<file path="config.mk">
export PLATFORM = sky130hd
export DESIGN_NAME = promedio_ctrl
export DESIGN_NICKNAME = d
export VERILOG_FILES = /design/src/rtl/promedio_ctrl.sv
export SDC_FILE = /design/constraint.sdc
export NUM_CORES = 1
export LEC_CHECK = 0
export CAP_MARGIN = 25
export CELL_PAD_IN_SITES_DETAIL_PLACEMENT = 0
export CELL_PAD_IN_SITES_GLOBAL_PLACEMENT = 1
export CORE_UTILIZATION = 30
export CTS_CLUSTER_DIAMETER = 40
export DETAILED_ROUTE_END_ITERATION = 7
export GPL_ROUTABILITY_DRIVEN = 0
export GPL_TIMING_DRIVEN = 0
export PLACE_DENSITY_LB_ADDON = 0.2
export SETUP_SLACK_MARGIN = 0.5
export SLEW_MARGIN = 20
export SYNTH_ARGS = -nofsm -noshare
export SYNTH_HDL_FRONTEND = slang
export SYNTH_SLANG_ARGS = --single-unit
</file>
<file path="constraint.sdc">
create_clock -name clk -period 2.09 [get_ports clk]
set_input_delay 0.627 -clock clk [delete_from_list [all_inputs] [get_ports clk]]
set_output_delay 0.627 -clock clk [all_outputs]
set_load 0.01 [all_outputs]
</file>
<file path="src/rtl/promedio_ctrl.sv">
// Temperature-average sequencer: accumulates 2**N_LOG2 samples, floors the average,
// splits it into BCD digits by repeated subtraction and holds the result for display.
module promedio_ctrl #(
  parameter int W      = 9,
  parameter int N_LOG2 = 3
) (
  input  logic         clk,
  input  logic         rst,
  input  logic         muestra_valid,
  input  logic [W-1:0] muestra,
  output logic         muestra_ready,
  output logic         res_valid,
  input  logic         res_ready,
  output logic [W-1:0] promedio,
  output logic [3:0]   centenas,
  output logic [3:0]   decenas,
  output logic [3:0]   unidades,
  output logic         busy
);

  // state | meaning
  // ACUM  | accepting samples into acc
  // PROM  | load floor average into rem, clear digit counters
  // CEN   | subtract 100 per cycle, counting hundreds
  // DEC   | subtract 10 per cycle, counting tens; load outputs on exit
  // SAL   | result held until res_ready
  typedef enum logic [2:0] {ACUM, PROM, CEN, DEC, SAL} state_t;

  localparam int AW = W + N_LOG2;
  localparam logic [N_LOG2:0] LAST = (N_LOG2 + 1)'((2 ** N_LOG2) - 1);
  localparam logic [W-1:0] C100 = W'(100);
  localparam logic [W-1:0] C10  = W'(10);

  state_t          state, state_n;
  logic [AW-1:0]   acc;
  logic [N_LOG2:0] cnt;
  logic [W-1:0]    rem;
  logic [3:0]      cen, dec;
  logic            accept;

  assign accept        = muestra_valid && (state == ACUM);
  assign muestra_ready = (state == ACUM);
  assign res_valid     = (state == SAL);
  assign busy          = (state != ACUM);

  always_comb begin
    state_n = state;
    case (state)
      ACUM: if (accept && cnt == LAST) state_n = PROM;
      PROM: state_n = CEN;
      CEN:  if (rem < C100) state_n = DEC;
      DEC:  if (rem < C10) state_n = SAL;
      SAL:  if (res_ready) state_n = ACUM;
      default: state_n = ACUM;
    endcase
  end

  always_ff @(posedge clk) begin
    if (rst) begin
      state    <= ACUM;
      acc      <= '0;
      cnt      <= '0;
      rem      <= '0;
      cen      <= '0;
      dec      <= '0;
      promedio <= '0;
      centenas <= '0;
      decenas  <= '0;
      unidades <= '0;
    end else begin
      state <= state_n;
      case (state)
        ACUM: if (accept) begin
          acc <= acc + AW'(muestra);
          cnt <= cnt + 1'b1;
        end
        PROM: begin
          rem <= acc[AW-1:N_LOG2];
          cen <= '0;
          dec <= '0;
        end
        CEN: if (rem >= C100) begin
          rem <= rem - C100;
          cen <= cen + 4'd1;
        end
        DEC: begin
          if (rem >= C10) begin
            rem <= rem - C10;
            dec <= dec + 4'd1;
          end else begin
            // acc is untouched until SAL completes, so it still holds the sum here
            promedio <= acc[AW-1:N_LOG2];
            centenas <= cen;
            decenas  <= dec;
            unidades <= rem[3:0];
          end
        end
        SAL: if (res_ready) begin
          acc <= '0;
          cnt <= '0;
        end
        default: ;
      endcase
    end
  end

endmodule
</file>
run_1/final_placement.png
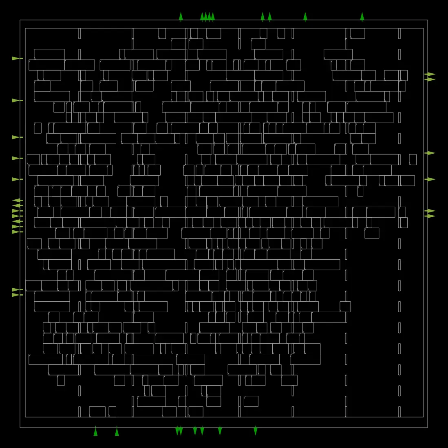
num tapcells: 136
fill count: 964

run_1/density.png
The die is cut into 11 by 11 equal tiles; black is low, pale yellow is high, 0 to 100% covered.
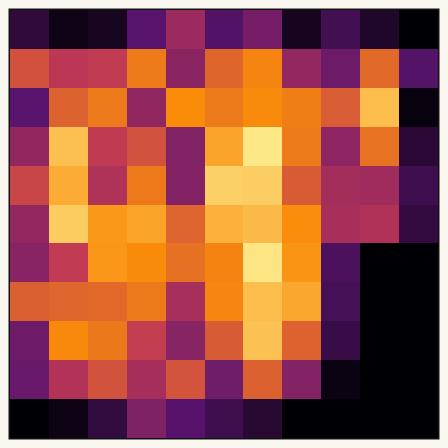
densest ninth of the die = middle
nearly empty tiles = 12%
mean over tiles = 45%
Core Region: 10400 um^2
Floorplan Utilization: 31.0%
Final Util: 49.7%

==> out/qor.csv, run 1 <==
metric;value;unit
outcome;completed;
row count;37;
Num CTS Buffers;9;
Area after DPL;3930;um^2
chip area;11100;um^2
Tool Warnings;32;
clock sink count;57;
I/O pin count;37;
die width;105;um
Congestion Overflow GR;0;
Final Slew Violations;0;
fin area;5160;um^2
max reg flops;12;
# H-tree levels;3;
number of max-cap violations;0;
highest clock rate;0.504;GHz
Yosys Chip Area;3210;um^2
DRT antenna net count;0;
CP Capture Point;muestra_ready;
Power Density;552;nW/um^2
total routing usage reported by global routing;18.8;%
register bit total from synthesis;57;
run_1/met3.png
Bar = 20 um.
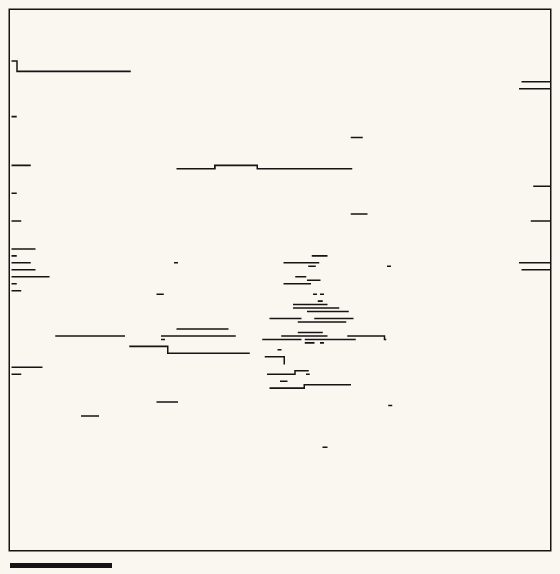
share of all routed wire = 3.3%
nets with wire on the layer = 44
vias: 3321
final WL: 10400 um
M3 GR Usage: 2.91%

run_1/gate_families.png
Bar = 20 um.
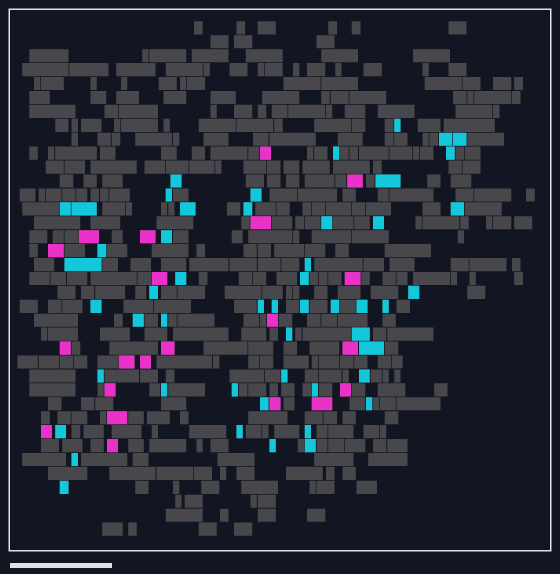
cyan -> NAND gates  # cells 51, most used nand2_1
magenta -> AND and OR gates  # cells 21, most used or3_1
most frequent logic cell in the layout: nor2_1
fin cells: 626
Comb area share: 48.1%

## run 1: per-stage QoR
step / std cells / setup WS, ns / power [mW]
6_report: 626 / 0.107 / 2.84
5_1_grt: 626 / 0.0385 / 2.97
4_1_cts: 609 / 0.0867 / 2.83
3_5_place_dp: 548 / -0.564 / 1.51
3_3_place_gp: 548 / -0.559 / 1.50
2_1_floorplan: 376 / 0.0385 / 1.40
## run 1: metal layers
metal / global-route usage (%) / share of wire, %
met5: 0 / 0
met4: 7.54 / 2.1
met3: 2.91 / 3.3
met2: 33.6 / 52
met1: 22.4 / 43
## run 1: critical path, stage by stage (launching register included)
cell     delay [ns]
dfxtp_2        0.33
buf_8          0.11
or3_4          0.41
inv_4          0.07
buf_6          0.09
## run 1: cell type report
class,count,area [um^2],share of cell area [%]
well taps,136,170,3.30
plain buffers,20,208,4.03
clock buffers,10,138,2.67
flip-flops and latches,57,1180,22.8
repair buffers,98,852,16.5
inverters,10,45.0,0.873
clock inverters,6,87.6,1.70
multi-input cells,289,2480,48.1
## run 1: logic make-up after synthesis
family | after synthesis | share of synthesized area, %
simple gates | 155 | 24.3
compound gates | 82 | 17.4
flops | 57 | 35.5
buf+inv | 30 | 5.10
mux | 27 | 8.49
fa+ha+maj | 18 | 7.24
xor+xnor | 7 | 1.91
## run 1: what timing repair did
action / CTS / global route
hold endpoints to repair: 0 / 0
buffers inserted: 43 / 16
setup endpoints to repair: 81 / 75
gates cloned: 2 / 1
resized: 176 / 86
hold buffers: 0 / 0
pin swaps: 43 / 36
## run 1: power by group
group	internal [mW]	switching (mW)
Sequential	1.11	0.0456
Combinational	0.254	0.229
Clock	0.706	0.498
Total	2.07	0.773
run_1/port_nets.png
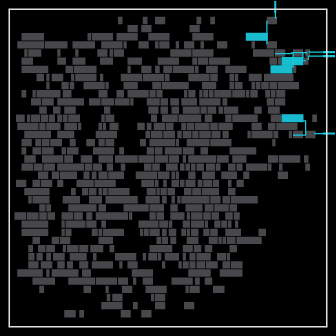

## Run 2: what changed since run 1
--- a/config.mk
+++ b/config.mk
@@ -14,6 +14,7 @@
 export GPL_ROUTABILITY_DRIVEN = 0
 export GPL_TIMING_DRIVEN = 0
 export PLACE_DENSITY_LB_ADDON = 0.2
+export RECOVER_POWER = 25
 export SETUP_SLACK_MARGIN = 0.5
 export SLEW_MARGIN = 20
 export SYNTH_ARGS = -nofsm -noshare
run_2/port_nets.png
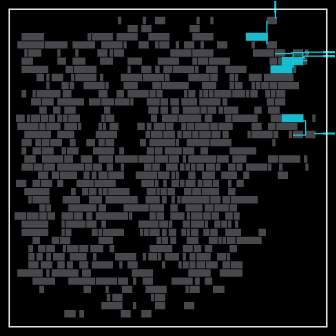
cyan -> decenas  # bits 4, direction output, end cells 4, buffers 4, wire 62.0 um
I/O pin count: 37
# port buffers: 36

run_2/density.png
The die is cut into 11 by 11 equal tiles; black is low, pale yellow is high, 0 to 100% covered.
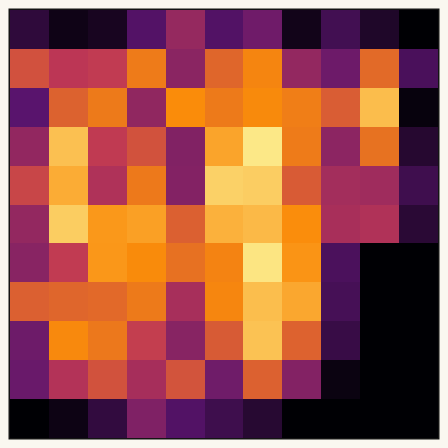
tiles over 75% full = 16%
mean over tiles = 45%
nearly empty tiles = 12%
fullest tile = 95%
Final Util: 49.6%

==> out/qor.csv, run 2 <==
metric;value;unit;change
outcome;completed;;
largest net degree at the start of global routing;12;;
clock sink count;57;;unchanged
wl on met1;4500;um;+0.24%
DR WL met3;371;um;+9.1%
Max stage delay on crit path;0.41;ns;about the same
most frequent logic cell in the layout;nor2_1;;
metal2 WL;5380;um;+0.13%
Floorplan Utilization;31.0;%;unchanged
vias;3300;;-0.63%
row count;37;;unchanged
Num CTS Buffers;9;;unchanged
die width;105;um;unchanged
chip area;11100;um^2;unchanged
DRT antenna net count;0;;unchanged
synthesized area per cell;8.55;um^2;
fill count;969;;+0.52%
total routing usage reported by global routing;18.8;%;unchanged
register bit total from synthesis;57;;unchanged
slowest CP cell;or3_4;;
Async S/R FF share, synth;0;%;
Congestion Overflow GR;0;;unchanged
dpl hpwl;6420;um;
PostCTS Resize Cnt;176;;unchanged
number of max-cap violations;0;;unchanged
initial DRC count;136;;
# H-tree levels;3;;unchanged
Core Region;10400;um^2;unchanged
max reg flops;12;;unchanged
final WL;10400;um;-0.12%
Final Slew Violations;0;;unchanged
Power Density;553;nW/um^2;+0.18%
top sig layer;met4;;
R2R cell count;9;;
fin cells;626;;unchanged
via/cell ratio;5.27;;
Post-synth EDFFs;0;;
placed cell count;548;;unchanged
highest clock rate;0.504;GHz;about the same
Tool Warnings;32;;unchanged
## run 2: worst max-delay path: cells and delay by family (launching register included)
kind,cells,cell delay [ns]
buffers and inverters,3,0.27
DFF,1,0.34
and+or+nand+nor,1,0.41
## run 2: worst max path at each step
stage | cells past startpoint | startpoint | end
floorplan | 6 | muestra[6] | acc[9]
global route | 9 | rem[2] | promedio[1]
global placement | 9 | muestra[0] | acc[8]
CTS | 4 | state[2] | muestra_ready
detailed placement | 5 | rst | centenas[3]
finish | 4 | state[2] | muestra_ready
## run 2: logic make-up after synthesis
logic type               after synthesis  share of synthesized area [%]
adder cells (fa/ha/maj)               18                           7.24
XOR/XNOR                               7                           1.91
AND-OR/OR-AND                         82                           17.4
flip-flops                            57                           35.5
multiplexers                          27                           8.49
AND/OR/NAND/NOR                      155                           24.3
buffers and inverters                 30                           5.10
## run 2: per-stage QoR
| step | power (mW) | area, um^2 | worst slack (ns) |
|---|---|---|---|
| finish | 2.84 | 5140 | 0.106 |
| global route | 2.97 | 5140 | 0.0385 |
| CTS | 2.83 | 4810 | 0.0867 |
| detailed placement | 1.51 | 3930 | -0.564 |
| global placement | 1.50 | 3930 | -0.559 |
| floorplan | 1.40 | 3400 | 0.0385 |
## run 2: where the power goes
group,internal (mW),switching (mW)
registers,1.11,0.0452
clock network,0.706,0.496
logic,0.254,0.230
total,2.07,0.770
## run 2: per-layer routing
metal	track usage (%)	vias to the layer above
met4	7.54	0
met3	2.91	18
met1	22.4	1602
met5	0	-
met2	33.6	87
li1	-	1593
## run 2: cell type report
class	instances	area, um^2	share of cell area, %
multi-input combinational	289	2480	48.2
sequential	57	1180	22.9
timing repair buffer	98	840	16.3
buffer	20	206	4.01
tap	136	170	3.31
clock buffer	10	138	2.68
clock inverter	6	87.6	1.70
inverter	10	45.0	0.876
run_2/final_placement.png
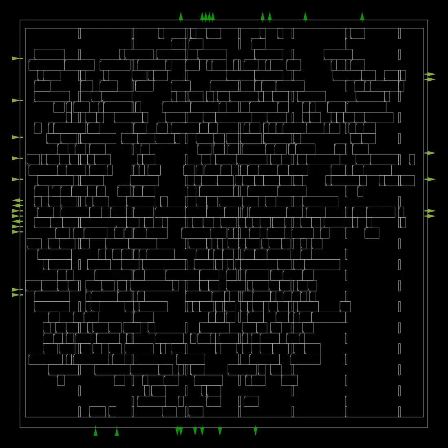

## Run 3: what changed since run 2
--- a/config.mk
+++ b/config.mk
@@ -20,3 +20,4 @@
 export SYNTH_ARGS = -nofsm -noshare
 export SYNTH_HDL_FRONTEND = slang
 export SYNTH_SLANG_ARGS = --single-unit
+export TNS_END_PERCENT = 5
run_3/final_placement.png
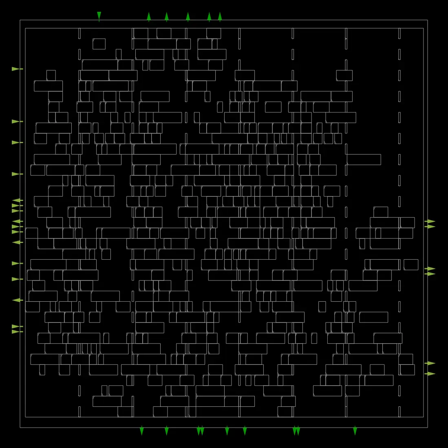
fill count: 1075
flop count: 57
fin cells: 596

==> out/qor.csv, run 3 <==
metric;value;unit;change
DRT antenna net count;0;;unchanged
# port buffers;36;;unchanged
crit path buf inv count;3;;unchanged
outcome;completed;;
M3 GR Usage;4.14;%;+1.2 points
chip area;11100;um^2;unchanged
Max stage delay on crit path;0.41;ns;about the same
Post-synth EDFFs;0;;unchanged
Num CTS Buffers;9;;unchanged
Core Region;10400;um^2;unchanged
crit path from;state[2];;
die width;105;um;unchanged
PostCTS Resize Cnt;67;;-62%
placed cell count;548;;unchanged
I/O pin count;37;;unchanged
DR WL met3;351;um;-5.4%
vias;3066;;-7.1%
register bit total from synthesis;57;;unchanged
row count;37;;unchanged
Area after DPL;3810;um^2;-3.1%
metal2 WL;4360;um;-19%
Floorplan Utilization;31.0;%;unchanged
final WL;9430;um;-9.5%
total routing usage reported by global routing;17.4;%;-1.4 points
Final Slew Violations;0;;unchanged
Tool Warnings;32;;unchanged
initial DRC count;108;;-21%
met1 usage;23.0;%;+0.55 points
dpl hpwl;6390;um;-0.47%
most frequent logic cell in the layout;nor2_1;;
synthesized area per cell;8.55;um^2;unchanged
global route hottest layer;met2;;
clock sink count;57;;unchanged
M2 GR Usage;27.7;%;-5.9 points
via/cell ratio;5.14;;-2.4%
highest clock rate;0.498;GHz;-1.3%
top sig layer;met4;;
run_3/port_nets.png
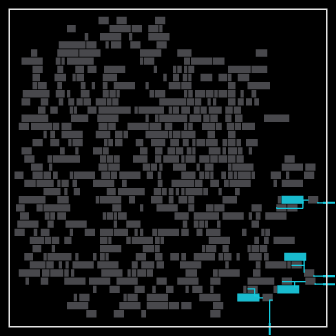
cyan -> decenas  # bits 4, direction output, end cells 4, buffers 4, wire 61.3 um

-- run 3: cells by family after synthesis --
| family | count (synthesis) | synth area share [%] |
|---|---|---|
| flops | 57 | 35.5 |
| buf+inv | 30 | 5.10 |
| compound gates | 82 | 17.4 |
| fa+ha+maj | 18 | 7.24 |
| simple gates | 155 | 24.3 |
| xor+xnor | 7 | 1.91 |
| mux | 27 | 8.49 |
-- run 3: path summary, 6_finish.rpt --
kind                                       to  slack [ns]  depth (start not counted)
worst max-delay path            muestra_ready        0.08                          4
worst min-delay path              promedio[6]        0.49                          2
worst max register to register    promedio[5]        0.10                          8
worst min register to register    promedio[6]        0.49                          2
-- run 3: power by group --
part	switching [mW]	leakage (nW)	internal [mW]
logic	0.181	1.10	0.181
clock network	0.487	0.0933	0.549
registers	0.0425	0.465	1.11
total	0.710	1.66	1.84
-- run 3: metrics by stage --
stage          utilization [%]  setup WS, ns  hold WS [ns]  power, mW
3_3_place_gp              36.7        -0.690         0.473       1.48
2_1_floorplan                -       0.00933         0.458       1.38
4_1_cts                   41.0        0.0747         0.503       2.57
5_1_grt                   43.4        0.0284         0.530       2.67
3_5_place_dp              36.7        -0.722         0.483       1.48
6_report                  43.4        0.0804         0.492       2.55
-- run 3: worst min-delay path: cells and delay by family (launching register included) --
kind | cells | cell delay [ns]
multiplexers | 1 | 0.06
AND/OR/NAND/NOR | 1 | 0.08
flip-flops | 1 | 0.32
-- run 3: cell type report --
class                      count  area (um^2)  area share, %
multi-input combinational    289         2140           47.6
sequential                    57         1160           25.7
timing repair buffer          68          631           14.0
buffer                        20          173           3.84
tap                          136          170           3.78
clock buffer                  11          131           2.92
clock inverter                 5         56.3           1.25
inverter                      10         42.5          0.945
Power figures rest on the tool's default switching activity, not on a simulated workload.
